--- config.mk ---
export PLATFORM = sky130hd
export DESIGN_NAME = mem_access_unit
export DESIGN_NICKNAME = d
export VERILOG_FILES = /design/src/rtl/mem_access_unit.sv
export SDC_FILE = /design/constraint.sdc
export NUM_CORES = 1
export LEC_CHECK = 0
export CAP_MARGIN = 20
export CORE_MARGIN = 3
export CORE_UTILIZATION = 40
export DETAILED_ROUTE_END_ITERATION = 8
export PLACE_DENSITY = 0.76
export SETUP_SLACK_MARGIN = 0.4
export SLEW_MARGIN = 20
export SYNTH_ARGS = -nofsm -noshare
export SYNTH_HDL_FRONTEND = slang
export SYNTH_SLANG_ARGS = --single-unit
--- constraint.sdc ---
create_clock -name clk -period 3.5 [get_ports clk]
set_clock_uncertainty 0.2 [all_clocks]
set_input_delay 0.7 -clock clk [delete_from_list [all_inputs] [get_ports clk]]
set_output_delay 0.7 -clock clk [all_outputs]
set_load 0.01 [all_outputs]
--- src/rtl/mem_access_unit.sv ---
// RV32I load/store unit: turns B/H/W loads and stores into word-only RAM accesses.
// Sub-word stores run as read-modify-write; misaligned or illegal requests are rejected.
module mem_access_unit #(
    parameter int ADDR_WIDTH = 32
) (
    input  logic                  clk,
    input  logic                  rst,
    input  logic                  req_valid,
    output logic                  req_ready,
    input  logic                  req_we,
    input  logic [2:0]            req_funct3,
    input  logic [ADDR_WIDTH-1:0] req_addr,
    input  logic [31:0]           req_wdata,
    output logic                  resp_valid,
    output logic [31:0]           resp_rdata,
    output logic                  resp_misaligned,
    output logic                  mem_en,
    output logic                  mem_wr,
    output logic [ADDR_WIDTH-1:0] mem_addr,
    output logic [31:0]           mem_wdata,
    input  logic [31:0]           mem_rdata
);

    typedef enum logic [2:0] {
        S_IDLE,
        S_READ,
        S_WAIT,
        S_WRITE,
        S_RESP
    } state_t;

    localparam logic [2:0] F3_B  = 3'b000;
    localparam logic [2:0] F3_H  = 3'b001;
    localparam logic [2:0] F3_W  = 3'b010;
    localparam logic [2:0] F3_BU = 3'b100;
    localparam logic [2:0] F3_HU = 3'b101;

    state_t                state_q, state_d;
    logic                  we_q, we_d;
    logic [2:0]            funct3_q, funct3_d;
    logic [ADDR_WIDTH-1:0] addr_q, addr_d;
    logic [31:0]           wbuf_q, wbuf_d;
    logic [31:0]           rdata_q, rdata_d;
    logic                  mis_q, mis_d;

    logic                  reject;
    logic [7:0]            ld_byte;
    logic [15:0]           ld_half;
    logic [31:0]           ld_ext;
    logic [31:0]           st_merge;

    // Rejection is decided on the live request, before anything is latched.
    always_comb begin
        reject = 1'b0;
        case (req_funct3)
            F3_B:    reject = 1'b0;
            F3_BU:   reject = req_we;
            F3_H:    reject = req_addr[0];
            F3_HU:   reject = req_we | req_addr[0];
            F3_W:    reject = (req_addr[1:0] != 2'b00);
            default: reject = 1'b1;
        endcase
    end

    always_comb begin
        ld_byte = 8'h00;
        case (addr_q[1:0])
            2'd0:    ld_byte = mem_rdata[7:0];
            2'd1:    ld_byte = mem_rdata[15:8];
            2'd2:    ld_byte = mem_rdata[23:16];
            default: ld_byte = mem_rdata[31:24];
        endcase
        ld_half = addr_q[1] ? mem_rdata[31:16] : mem_rdata[15:0];
    end

    always_comb begin
        ld_ext = mem_rdata;
        case (funct3_q)
            F3_B:    ld_ext = {{24{ld_byte[7]}}, ld_byte};
            F3_BU:   ld_ext = {24'h0, ld_byte};
            F3_H:    ld_ext = {{16{ld_half[15]}}, ld_half};
            F3_HU:   ld_ext = {16'h0, ld_half};
            default: ld_ext = mem_rdata;
        endcase
    end

    // wbuf_q still holds rs2 here; only its low byte/half is merged in.
    always_comb begin
        st_merge = mem_rdata;
        if (funct3_q == F3_H) begin
            if (addr_q[1]) begin
                st_merge[31:16] = wbuf_q[15:0];
            end else begin
                st_merge[15:0] = wbuf_q[15:0];
            end
        end else begin
            case (addr_q[1:0])
                2'd0:    st_merge[7:0]   = wbuf_q[7:0];
                2'd1:    st_merge[15:8]  = wbuf_q[7:0];
                2'd2:    st_merge[23:16] = wbuf_q[7:0];
                default: st_merge[31:24] = wbuf_q[7:0];
            endcase
        end
    end

    always_comb begin
        state_d  = state_q;
        we_d     = we_q;
        funct3_d = funct3_q;
        addr_d   = addr_q;
        wbuf_d   = wbuf_q;
        rdata_d  = rdata_q;
        mis_d    = mis_q;
        case (state_q)
            S_IDLE: begin
                if (req_valid) begin
                    we_d     = req_we;
                    funct3_d = req_funct3;
                    addr_d   = req_addr;
                    wbuf_d   = req_wdata;
                    if (reject) begin
                        rdata_d = 32'h0;
                        mis_d   = 1'b1;
                        state_d = S_RESP;
                    end else if (req_we && req_funct3 == F3_W) begin
                        state_d = S_WRITE;
                    end else begin
                        state_d = S_READ;
                    end
                end
            end
            S_READ: begin
                state_d = S_WAIT;
            end
            S_WAIT: begin
                if (we_q) begin
                    wbuf_d  = st_merge;
                    state_d = S_WRITE;
                end else begin
                    rdata_d = ld_ext;
                    mis_d   = 1'b0;
                    state_d = S_RESP;
                end
            end
            S_WRITE: begin
                rdata_d = 32'h0;
                mis_d   = 1'b0;
                state_d = S_RESP;
            end
            S_RESP: begin
                state_d = S_IDLE;
            end
            default: begin
                state_d = S_IDLE;
            end
        endcase
    end

    always_ff @(posedge clk or posedge rst) begin
        if (rst) begin
            state_q  <= S_IDLE;
            we_q     <= 1'b0;
            funct3_q <= 3'b000;
            addr_q   <= '0;
            wbuf_q   <= 32'h0;
            rdata_q  <= 32'h0;
            mis_q    <= 1'b0;
        end else begin
            state_q  <= state_d;
            we_q     <= we_d;
            funct3_q <= funct3_d;
            addr_q   <= addr_d;
            wbuf_q   <= wbuf_d;
            rdata_q  <= rdata_d;
            mis_q    <= mis_d;
        end
    end

    assign req_ready       = (state_q == S_IDLE);
    assign resp_valid      = (state_q == S_RESP);
    assign resp_rdata      = rdata_q;
    assign resp_misaligned = mis_q;
    assign mem_en          = (state_q == S_READ) || (state_q == S_WRITE);
    assign mem_wr          = (state_q == S_WRITE);
    assign mem_addr        = {addr_q[ADDR_WIDTH-1:2], 2'b00};
    assign mem_wdata       = (state_q == S_WRITE) ? wbuf_q : 32'h0;

endmodule
layers.png
Two of the layers only.
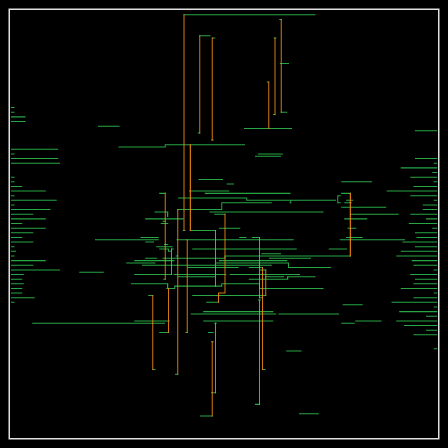
| layer | colour | wire length |
|---|---|---|
| M4 | orange | 543 um |
| M3 | green | 1500 um |

ff_map.png
Bar = 50 um. Other sequential cells in the stronger grey, the rest of the logic in the fainter grey.
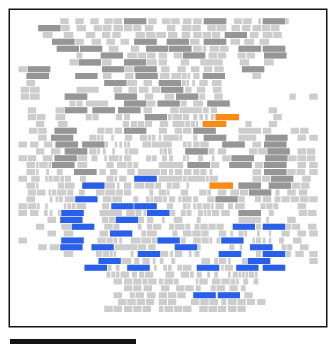
| netlist name | colour | sequential cells |
|---|---|---|
| `wbuf_q` | blue | 32 |
| `state_q` | orange | 3 |
not coloured: 69

==> impl_metrics.py <==
# Flow results
metrics = {
    "status": {
        "status": "complete, no violations",
    },
    "yosys": {
        "compound_area_share_pct": 16.2,
        "synth-edff-count": 0,
        "ys.flops": 104,
        "largest_area_cell": "dfrtp_1",
        "ys_seq_share_pct": 45.5,
        "top_logic_kind": "AND-OR/OR-AND gates",
        "ys_cells": 547,
        "ys_sh_xor_pct": 0,
        "yosysChipArea_mm2": 0.00571,
        "synth_cell_types": 52,
        "common_cells": "104 x dfrtp_1, 60 x mux2_2, 36 x nand2_1",
        "syn_area_mm2": 0.00571,
        "ys_sh_simple_pct": 13.1,
        "fa_ha_area_share_pct": 0,
        "top_cell_area_share_pct": 45.5,
    },
    "timing": {
        "drv_slew": 0,
        "setup_tns_ps": 0,
        "final_hold_viol_count": 0,
        "fin_crit_sh_pct": 84.2,
        "finalSetupViolations": 0,
        "max_freq_mhz": 339,
        "rsz0062_at_grt": "no",
        "layout_min_cycle_time_ps": 2950,
    },
    "clocking": {
        "insertion_delay_ps": 360,
        "clkSinkCount": 104,
        "cts_made_buffers": 9,
        "cts_setup_buffers": 0,
        "cts_tree": "done",
        "cts.clk_slew.worst_paths_ps": 80,
        "clockBufferDepth": 2,
    },
    "power_and_ir_drop": {
        "clk-power_w": 0.000961,
        "seq-power_w": 0.00232,
        "vdd_drop_max_mv": 0.298,
        "intPower_w": 0.00390,
        "power_frac_comb_pct": 48.5,
        "pg_comb_w": 0.00308,
        "sequentialPowerShare_pct": 36.4,
    },
    "route": {
        "drt-met1-wl_mm": 7.51,
        "dr_wl_met3_mm": 1.50,
        "wl_mm": 18.3,
        "viasPerCell": 5.73,
        "wl_per_cell_um": 20.7,
        "drt-pass1-iter-count": 5,
        "vias": 5055,
    },
    "global_route": {
        "grt-ovfl-total": 0,
        "antenna_found_initial": 0,
        "use_met1_pct": 30.1,
        "busiest_layer": "met2",
        "met2_usage_pct": 35.3,
        "grt_max_degree": 42,
    },
    "worst_setup_path": {
        "end_kind": "output pin",
        "cp_num_buf_inv": 2,
        "rr_startpoint": "addr_q[1]",
        "rr_worst_depth": 3,
        "path_class": "register to output pin",
        "startpoint_type": "register",
        "path_max_fanout": 34,
        "critPathRequiredTime_ps": 2600,
        "r2r-end": "wbuf_q[31]",
        "critPathMaxStageDelay_ps": 550,
        "cp.arrival_ps": 2050,
        "cp_top_family": "buffers and inverters",
    },
    "finish": {
        "layout_top_cells": "201 x clkdlybuf4s50_1, 101 x dfrtp_1, 60 x mux2_2",
        "nNetsFinal": 800,
        "flop_area_mm2": 0.00261,
        "nFillCells": 1158,
        "clock_area_share_pct": 3.54,
        "layout.nonclk_buf_share_pct": 27.3,
        "nMultiInputCombCells": 335,
        "drive_gt1_share_pct": 15.5,
        "instances_no_fill": 882,
        "fin_util_pct": 57.1,
        "mi_logic_area_mm2": 0.00256,
        "n_clock_buffer": 9,
        "sh_seq_area_pct": 32.8,
        "comb_share_pct": 32.2,
        "flop-count": 104,
    },
    "hold_path": {
        "holdCritPathClass": "register to register",
        "worstHoldPathCells": 1,
        "holdPathEnd": "resp_rdata[13]",
    },
    "run": {
        "cap_violations": 0,
    },
    "die": {
        "num_io_pins": 204,
        "placementRows": 43,
        "die_h_um": 126,
    },
    "placement": {
        "dp_cells": 862,
    },
}
